## config.mk

```make
export PLATFORM = sky130hd
export DESIGN_NAME = ram_arbiter
export DESIGN_NICKNAME = d
export VERILOG_FILES = /design/src/rtl/ram_arbiter.sv
export SDC_FILE = /design/constraint.sdc
export NUM_CORES = 1
export LEC_CHECK = 0
export ABC_CLOCK_PERIOD_IN_PS = 4600
export CAP_MARGIN = 20
export CELL_PAD_IN_SITES_DETAIL_PLACEMENT = 0
export CELL_PAD_IN_SITES_GLOBAL_PLACEMENT = 1
export CORE_ASPECT_RATIO = 1.5
export CORE_MARGIN = 3
export CORE_UTILIZATION = 15
export CTS_CLUSTER_SIZE = 12
export DETAILED_ROUTE_END_ITERATION = 12
export HOLD_SLACK_MARGIN = 0.1
export PLACE_DENSITY = 0.95
export SETUP_SLACK_MARGIN = 0.5
export SLEW_MARGIN = 15
export SYNTH_ARGS = -nofsm -noshare
export SYNTH_HDL_FRONTEND = slang
export SYNTH_SLANG_ARGS = --single-unit
```

## constraint.sdc

```tcl
create_clock -name CLK -period 4.6 [get_ports CLK]
set_clock_uncertainty 0.1 [all_clocks]
set_input_delay 1.15 -clock CLK [delete_from_list [all_inputs] [get_ports CLK]]
set_output_delay 1.15 -clock CLK [all_outputs]
set_load 0.02 [all_outputs]
```

## src/rtl/ram_arbiter.sv

```systemverilog
// Single-port RAM arbiter between the fetch and data ports of the cache level.
// Data has priority; a streak counter bounds fetch starvation and a watchdog aborts hung transfers.
module ram_arbiter #(
  parameter int unsigned MAX_D_STREAK = 4,
  parameter int unsigned TIMEOUT      = 64
) (
  input  logic        CLK,
  input  logic        RST,
  input  logic        iREN,
  input  logic [31:0] iaddr,
  output logic        iwait,
  output logic [31:0] iload,
  input  logic        dREN,
  input  logic        dWEN,
  input  logic [31:0] daddr,
  input  logic [31:0] dstore,
  output logic        dwait,
  output logic [31:0] dload,
  output logic [31:0] ramaddr,
  output logic [31:0] ramstore,
  output logic        ramREN,
  output logic        ramWEN,
  input  logic [31:0] ramload,
  input  logic [1:0]  ramstate,
  output logic        err
);

  localparam int unsigned ST_W = $clog2(MAX_D_STREAK + 1);
  localparam int unsigned WD_W = $clog2(TIMEOUT + 1);
  localparam logic [1:0]  RS_ACCESS = 2'd2;
  localparam logic [1:0]  RS_ERROR  = 2'd3;

  typedef enum logic [1:0] {
    IDLE  = 2'd0,
    GNT_D = 2'd1,
    GNT_I = 2'd2
  } state_t;

  state_t          state;
  logic [ST_W-1:0] streak;
  logic [WD_W-1:0] wd;

  logic dreq;
  logic owner_req;
  logic at_limit;
  logic done_ok;
  logic done_err;
  logic abort;
  logic finish;
  logic withdrawn;

  // Outcome of the current grant cycle
  always_comb begin
    dreq      = dREN | dWEN;
    owner_req = 1'b0;
    case (state)
      GNT_D:   owner_req = dreq;
      GNT_I:   owner_req = iREN;
      default: owner_req = 1'b0;
    endcase
    at_limit  = (wd == WD_W'(TIMEOUT - 1));
    done_ok   = owner_req && (ramstate == RS_ACCESS);
    done_err  = owner_req && (ramstate == RS_ERROR);
    abort     = owner_req && !done_ok && !done_err && at_limit;
    finish    = done_ok || done_err || abort;
    withdrawn = (state != IDLE) && !owner_req;
  end

  // RAM port mux and requester responses
  always_comb begin
    iwait    = 1'b1;
    dwait    = 1'b1;
    iload    = 32'h0;
    dload    = 32'h0;
    ramaddr  = 32'h0;
    ramstore = 32'h0;
    ramREN   = 1'b0;
    ramWEN   = 1'b0;
    err      = done_err || abort;
    case (state)
      GNT_D: begin
        ramaddr  = daddr;
        ramstore = dstore;
        ramWEN   = dWEN;
        ramREN   = dREN && !dWEN;
        dwait    = !finish;
        if (done_ok) dload = ramload;
      end
      GNT_I: begin
        ramaddr = iaddr;
        ramREN  = iREN;
        iwait   = !finish;
        if (done_ok) iload = ramload;
      end
      default: ;
    endcase
  end

  // Arbitration, streak and watchdog
  always_ff @(posedge CLK) begin
    if (RST) begin
      state  <= IDLE;
      streak <= '0;
      wd     <= '0;
    end else begin
      case (state)
        IDLE: begin
          wd <= '0;
          if (dreq && (!iREN || (streak < ST_W'(MAX_D_STREAK)))) state <= GNT_D;
          else if (iREN) state <= GNT_I;
        end
        GNT_D, GNT_I: begin
          if (finish || withdrawn) begin
            state <= IDLE;
            wd    <= '0;
            if (done_ok || done_err) begin
              if (state == GNT_I || !iREN) streak <= '0;
              else if (streak != ST_W'(MAX_D_STREAK)) streak <= streak + ST_W'(1);
            end
          end else begin
            wd <= wd + WD_W'(1);
          end
        end
        default: state <= IDLE;
      endcase
    end
  end

endmodule

```

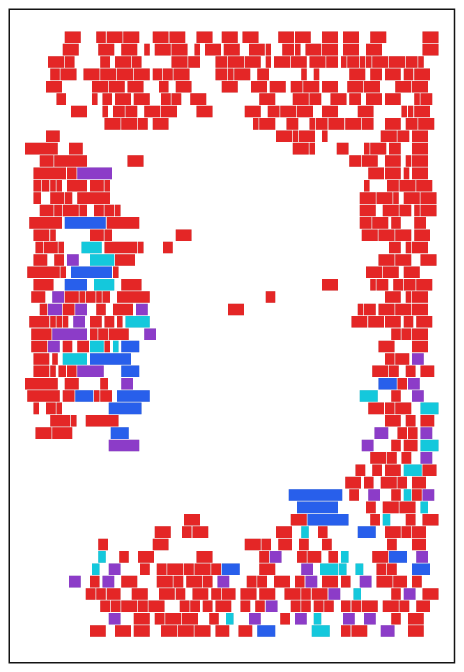
Fig. 1. Cells by drive strength.
- purple: x3 and x4 (cells 40)
- blue: x6 and larger (cells 19)
- red: x1 and smaller (cells 460)
- cyan: x2 (cells 25)

==> results.cfg <==
; flow metrics
[run]
cap_viol_max_count = 0
warnings = 32

[timing]
rsz0062_at_grt = no
worst_slew_margin_rel = 0.563
worst_pin_slew_ps = 654
fin_ws_ps = 555
clock.fmax_ghz = 0.247

[yosys]
yosys_area_mm2 = 0.00189
top_cells_by_count = and2_1, nor2_1, a22oi_1, dfxtp_1
postSynthCellCount = 277
netlist_top_cells_area = and2_1, dfxtp_1, a22oi_1
syn_area_mm2 = 0.00189
synth_area_per_cell_um2 = 6.81

[worst_setup_path]
path_cells = clkdlybuf4s50_1, o211ai_4, buf_6, nor3b_4, buf_6, clkbuf_16, and2_1, buf_4
rr_worst_depth = 6
r2r-start = state[0]
crit_buf_inv = 5
startpoint_type = input port

[route]
drtIter0Drc = 83
drc = 0
final_antenna_net_count = 0

[placement]
portBuffers = 267
hpwlAfterDp_mm = 8.73
gp_congestion = 0.802

[cells_and_area]
syn_to_final_growth_pct = 160
combGateArea_mm2 = 0.00155

[clock_network]
cts_root_buf = clkbuf_16
cts_max_path_buffers = 2
cts.sinks = 12

[grt]
grt_max_degree = 55
gr-total-overflow = 0

[run_status]
status = finished, final reports clean

[worst_hold_path]
whs_endpoint = streak[0]
min_from = streak[0]

[die]
fp.coreArea_mm2 = 0.0121
die_x_um = 97.6
fp_util = 0.155

[pwr]
vdd_drop_max_uv = 323
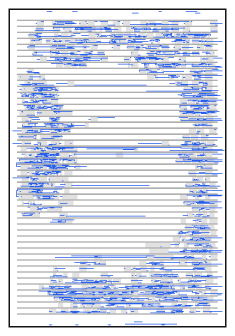
Fig. 2. The metal 1 layer.
Supply wires on this layer in grey. Cells faint in the background.
- longest straight run: 58.4 µm
- nets with wire on the layer: 591
- main direction: horizontal
- share of all routed wire: 38%
- wire length on this layer: 4,280 µm

[layer usage]
metal | up-vias | track usage | routed length, µm
li1 | 1482 | - | -
met1 | 1362 | 0.162 | 4280
met5 | - | 0 | 0
met4 | 0 | 0.0292 | 140
met2 | 157 | 0.272 | 6240
met3 | 11 | 0.0199 | 718
[cells in the final DEF (no fill, tap or decap), types with 2 or more instances in the layout]
| cell type | instances |
|---|---|
| a31oi_1 | 4 |
| a21oi_1 | 3 |
| nor3_1 | 7 |
| nand3_1 | 2 |
| clkdlybuf4s50_1 | 198 |
| clkbuf_16 | 5 |
| nand2_1 | 8 |
| o21a_1 | 2 |
| buf_4 | 33 |
| nand4b_1 | 2 |
| nor2_1 | 36 |
| and2_4 | 3 |
| o22ai_1 | 2 |
| or4_1 | 2 |
| inv_1 | 10 |
| buf_2 | 7 |
| clkbuf_2 | 5 |
| dfxtp_1 | 12 |
| dlymetal6s2s_1 | 3 |
| dlygate4sd2_1 | 18 |
| xnor2_1 | 3 |
| mux2i_1 | 2 |
| and2_1 | 95 |
| buf_12 | 2 |
| buf_6 | 10 |
| xor2_1 | 2 |
| a22oi_1 | 32 |
| clkdlybuf4s15_2 | 6 |
| ha_1 | 7 |
[per-stage QoR]
stage / power, mW / instances / instance area [µm²] / util / hold WS (ps)
after floorplan: 0.686 / 277 / 1890 / - / 362
after global placement: 1.15 / 684 / 4740 / 0.391 / 380
after detailed placement: 1.17 / 684 / 4740 / 0.391 / 395
after CTS: 1.36 / 691 / 4900 / 0.404 / 408
after global routing: 1.45 / 697 / 4900 / 0.404 / 445
final: 1.36 / 697 / 4900 / 0.404 / 403
[layout make-up]
class / instances / area share
clock buffer: 4 / 0.0181
inverter: 11 / 0.00843
multi-input combinational: 232 / 0.316
sequential: 12 / 0.0490
tap: 153 / 0.0391
timing repair buffer: 285 / 0.569
[state kept, by name (all words and copies together), names as in the netlist]
register and flops:
state 2, streak 3, wd 7
[power breakdown]
| group | switching (mW) | internal, mW |
|---|---|---|
| clock network | 0.0484 | 0.131 |
| logic | 0.571 | 0.479 |
| registers | 0.0120 | 0.115 |
| total | 0.631 | 0.726 |
[kinds of logic after synthesis]
kind of cell             synth area share
flip-flops                          0.127
adder cells (fa/ha/maj)            0.0531
AND/OR/NAND/NOR                     0.497
buffers and inverters              0.0763
AND-OR/OR-AND                       0.212
multiplexers                       0.0106
XOR/XNOR                           0.0232
[worst max path at each step]
stage                           start        end  slack, ps  cells past startpoint
after floorplan                  dREN  dload[10]       1140                      5
after global placement           dREN  dload[28]        210                      7
after detailed placement         dREN   dload[0]        140                      7
after CTS                        iREN   iload[1]        320                      8
after global routing      ramstate[1]  dload[17]        450                      8
final                     ramstate[1]  dload[17]        560                      8
[worst reg2reg max path, delay by kind of cell, from the launching register on]
family | cells | cell delay [ps]
simple gates | 2 | 270
flops | 1 | 410
fa+ha+maj | 1 | 430
buf+inv | 2 | 640
compound gates | 1 | 430
[repair_timing]
action	in CTS	in global routing
gates cloned	1	3
setup buffers	2	3
pin swaps	3	2
gates resized	182	67
endpoints found under the setup margin	66	66
Power is estimated from default activity; no workload was simulated.
